layers.png
Two of the layers only.
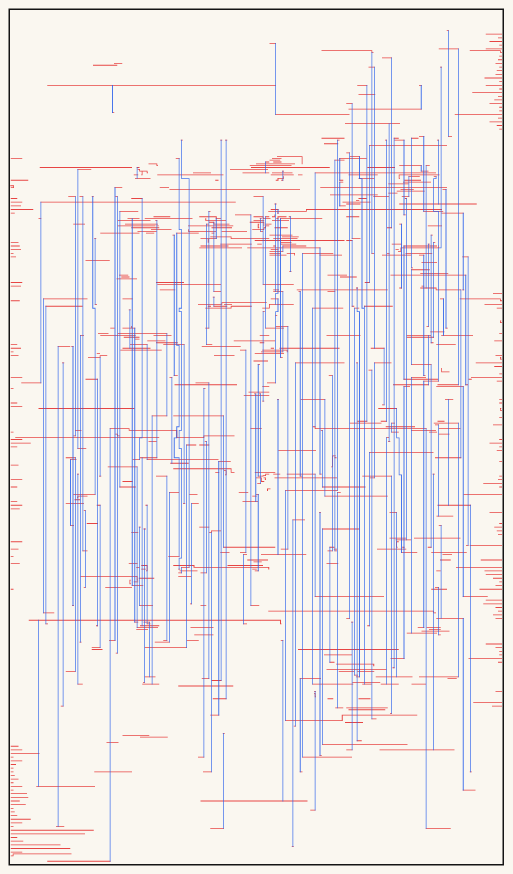
ff_map.png
Other sequential cells in the stronger gray, the rest of the logic in the fainter gray.
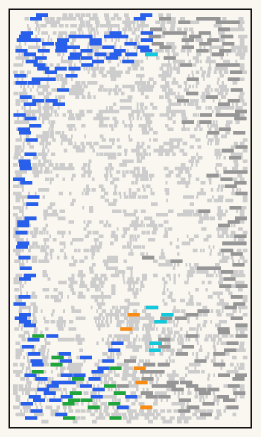
m3.png
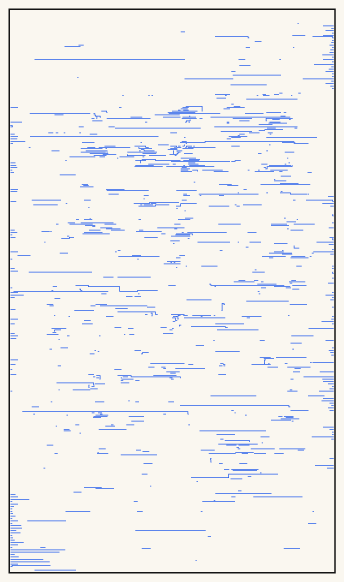
congestion_map.png
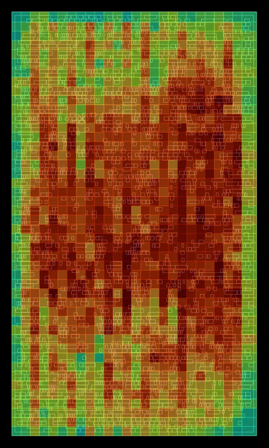
<file path="src/rtl/bitplane_encoder.sv">
// Bit-plane encoder: splits a 16-byte word into two 8-byte groups, drops all-zero bit-planes
// and packs the survivors MSB-first. Optional ENCODER_STATS_EN adds handshake/saving counters.
module bitplane_encoder #(
    parameter int IO_DATA_WIDTH = 8,
    parameter int MEM_BW        = 128
) (
    input  logic              clk,
    input  logic              arst_n_in,
    input  logic [MEM_BW-1:0] in_data,
    input  logic              in_valid,
    output logic              in_ready,
    output logic [15:0]       mask_out,
    output logic [MEM_BW-1:0] packed_out,
    output logic [4:0]        nz_planes,
    output logic              out_valid,
    input  logic              out_ready,
    output logic [1:0]        dbg_state
`ifdef ENCODER_STATS_EN
    ,
    output logic [31:0]       words_cnt,
    output logic [31:0]       planes_saved_cnt
`endif
);

    // Handshake: a transfer happens on a rising edge where valid and ready are both high;
    // valid never depends on ready, and data/valid are held stable until the transfer.
    typedef enum logic [1:0] {S_IDLE, S_G0, S_G1, S_OUT} state_t;

    state_t              r_state;
    state_t              w_next;
    logic [MEM_BW-1:0]   r_data;
    logic [MEM_BW-1:0]   r_packed;
    logic [15:0]         r_mask;
    logic [7:0]          r_ptr;
    logic [4:0]          r_cnt;

    logic [MEM_BW/2-1:0] w_grp;
    logic [MEM_BW/2-1:0] w_bits;
    logic [3:0]          w_n;
    logic [7:0]          w_gmask;
    logic [7:0]          w_shift;
    logic [MEM_BW-1:0]   w_place;
    logic                w_accept;

    assign in_ready   = arst_n_in & ((r_state == S_IDLE) | ((r_state == S_OUT) & out_ready));
    assign w_accept   = in_valid & in_ready;
    assign out_valid  = (r_state == S_OUT);
    assign mask_out   = r_mask;
    assign packed_out = r_packed;
    assign nz_planes  = r_cnt;
    assign dbg_state  = r_state;

    always_ff @(posedge clk or negedge arst_n_in) begin
        if (!arst_n_in) r_state <= S_IDLE;
        else            r_state <= w_next;
    end

    always_comb begin
        w_next = r_state;
        case (r_state)
            S_IDLE:  if (in_valid) w_next = S_G0;
            S_G0:    w_next = S_G1;
            S_G1:    w_next = S_OUT;
            S_OUT:   if (out_ready) w_next = in_valid ? S_G0 : S_IDLE;
            default: w_next = S_IDLE;
        endcase
    end

    // Compact the current group's surviving planes; plane bit k lands at field bit 7-k.
    always_comb begin
        logic [7:0] field;
        w_grp   = (r_state == S_G1) ? r_data[MEM_BW/2-1:0] : r_data[MEM_BW-1:MEM_BW/2];
        w_bits  = '0;
        w_n     = '0;
        w_gmask = '0;
        for (int i = 7; i >= 0; i--) begin
            field = '0;
            for (int k = 0; k < 8; k++) field[7-k] = w_grp[(7-k)*IO_DATA_WIDTH + i];
            if (field != 8'd0) begin
                w_gmask[i] = 1'b1;
                w_bits     = w_bits | ({field, 56'd0} >> {w_n, 3'b000});
                w_n        = w_n + 4'd1;
            end
        end
    end

    // The pointer only matters as an offset: 127 - ptr is the number of bits already written.
    assign w_shift = 8'd127 - r_ptr;
    assign w_place = {w_bits, {(MEM_BW/2){1'b0}}} >> w_shift;

    always_ff @(posedge clk or negedge arst_n_in) begin
        if (!arst_n_in) begin
            r_data   <= '0;
            r_packed <= '0;
            r_mask   <= '0;
            r_ptr    <= '0;
            r_cnt    <= '0;
        end else if (w_accept) begin
            r_data   <= in_data;
            r_packed <= '0;
            r_mask   <= '0;
            r_ptr    <= 8'd127;
            r_cnt    <= '0;
        end else if (r_state == S_G0 || r_state == S_G1) begin
            if (r_state == S_G0) r_mask[15:8] <= w_gmask;
            else                 r_mask[7:0]  <= w_gmask;
            r_packed <= r_packed | w_place;
            r_ptr    <= r_ptr - {1'b0, w_n, 3'b000};
            r_cnt    <= r_cnt + {1'b0, w_n};
        end
    end

`ifdef ENCODER_STATS_EN
    logic        w_hs;
    logic [32:0] w_saved_sum;

    assign w_hs        = out_valid & out_ready;
    assign w_saved_sum = {1'b0, planes_saved_cnt} + (33'd16 - {28'd0, r_cnt});

    always_ff @(posedge clk or negedge arst_n_in) begin
        if (!arst_n_in) begin
            words_cnt        <= '0;
            planes_saved_cnt <= '0;
        end else if (w_hs) begin
            if (words_cnt != 32'hFFFF_FFFF) words_cnt <= words_cnt + 32'd1;
            planes_saved_cnt <= w_saved_sum[32] ? 32'hFFFF_FFFF : w_saved_sum[31:0];
        end
    end
`endif

endmodule

</file>
<file path="config.mk">
export PLATFORM = sky130hd
export DESIGN_NAME = bitplane_encoder
export DESIGN_NICKNAME = d
export VERILOG_FILES = /design/src/rtl/bitplane_encoder.sv
export SDC_FILE = /design/constraint.sdc
export NUM_CORES = 1
export LEC_CHECK = 0
export CORE_ASPECT_RATIO = 1.75
export CORE_MARGIN = 2
export CORE_UTILIZATION = 35
export CTS_CLUSTER_DIAMETER = 120
export CTS_CLUSTER_SIZE = 14
export DETAILED_ROUTE_END_ITERATION = 6
export PLACE_DENSITY = 0.57
export SYNTH_ARGS = -nofsm -noshare
export SYNTH_HDL_FRONTEND = slang
export SYNTH_SLANG_ARGS = --single-unit
</file>
<file path="constraint.sdc">
create_clock -name clk -period 20.8 [get_ports clk]
set_clock_uncertainty 0.15 [all_clocks]
set_input_delay 3.12 -clock clk [delete_from_list [all_inputs] [get_ports clk]]
set_output_delay 3.12 -clock clk [all_outputs]
set_load 0.05 [all_outputs]
</file>
==> impl_metrics.tcl <==
# place-and-route summary
set metrics [dict create \
    status "complete, but fails checks" \
    violations "DRC" \
    post_cts_buffers 0 \
    multi_input_comb_cells 1883 \
    placed_cell_area_um2 23400 \
    place_inst 3274 \
    cts.clk_slew.worst_paths_ps 80 \
    place.port_buffers 284 \
    dpl.hpwl_um 84400 \
    seq_area_frac_synth_pct 36.1 \
    fp_util_pct 35.2 \
    fin_crit_ps 11520 \
    syn_inst 2381 \
    crit_path_end "packed_out[0]" \
    clk_share_pct 2.68 \
    ant_nets 0 \
    ys_sh_xor_pct 1.67 \
    post-synth-top-area-cell "dfrtp_1" \
    crit_cells 30 \
    ys_warn_count 0 \
    min_path_type "reg -> reg" \
    final_nets 2754 \
    cp.buffers_inverters 4 \
    numCtsBuffers 24 \
    finalHoldViolations 0 \
    drc 1 \
    path_common_cell "mux2i_1" \
    rsz0062_at_grt "no" \
    area_growth_pct 21.8 \
    crit_start "dbg_state[0]" \
    grt_overflow_total 0 \
    ctsResizeCount 0 \
    logic_area_um2 11800 \
    setup_violations 0 \
    grt_pass1_wl_um 153000 \
    fillers 5690 \
    crit_slowest_cell "xnor2_1" \
    grt_max_degree 92 \
    fp_nets 2537 \
    layout_top_cell "nand2_1" \
    seq_share_pct 29.7 \
    signal_buffers 355 \
    clock-root-buffer "clkbuf_16" \
    criticalPathCategory "reg -> reg" \
    top_cells_by_count "nand2_1 (531), dfrtp_1 (285), nor2_1 (212)" \
    finalClockPeriodUsage_pct 55.4 \
    async_flop_share_pct 100 \
    ys_cells 2381 \
    antenna_found_initial 0 \
    dp_slack_ps 9640 \
    critPathTopFamily "multiplexers" \
    regArea_um2 7140 \
    h-tree-depth 1 \
    flops 285 \
    r2r_cells 30 \
    buf_share_pct 14.1 \
    ys.flops 285 \
    drtIter0Drc 2087 \
    netlist.area_leader.share_pct 36.1 \
    clkbuf_count 27 \
    setup_tns_ps 0 \
    adder_share_pct 1.60 \
    die-height_um 318 \
    yosysMostFrequentCell "nand2_1" \
    worstPathMaxFanout 53 \
    final_util_pct 42.9 \
    worst_pin_slew_ps 1360 \
    tap_cells 702 \
    synth_chip_area_um2 19700 \
    synthSimpleGateAreaFrac_pct 20.3 \
    avgSynthCellArea_um2 8.29 \
    edf_count 0 \
    cts_sinks 285 \
    muxShareOfSynthArea_pct 11.6 \
    die_area_um2 58400 \
]
Notes on layers.png above:
Blue is M4, wire length 12500 um. Red is M3, wire length 4830 um.
total global-route track usage: 36.0%
Avg WL per Cell: 32.2 um
vias: 20947
Post-Route WL: 106000 um

Notes on ff_map.png above:
Green is `mask_out`, flops 16. Cyan is `r_ptr`, flops 6. Orange is `nz_planes`, flops 5, where south. Blue is `r_data`, flops 128.
Another 130 sequential cells are not colored.

Notes on m3.png above:
445 nets have wire on it. The wires run mostly horizontal. The longest straight run is 93.6 um. The layer holds 4.5% of the routed length.

Notes on congestion_map.png above:
grt met3 use: 4.13%
GRT busiest layer: met2
routing usage on met1: 34.7%

[worst min-delay path by stage]
stage | startpoint | endpoint | slack, ps | depth (start not counted)
floorplan | r_data[22] | r_data[22] | 290 | 2
global placement | packed_out[71] | packed_out[71] | 310 | 2
detailed placement | packed_out[65] | packed_out[65] | 320 | 2
CTS | packed_out[71] | packed_out[71] | 340 | 2
global route | mask_out[4] | mask_out[4] | 370 | 2
finish | packed_out[71] | packed_out[71] | 330 | 2
[routing by layer]
metal / part of all wire, % / global-route usage, %
met5: 0 / 0
met4: 12 / 34.5
met3: 4.5 / 4.13
met2: 52 / 65.3
met1: 32 / 34.7
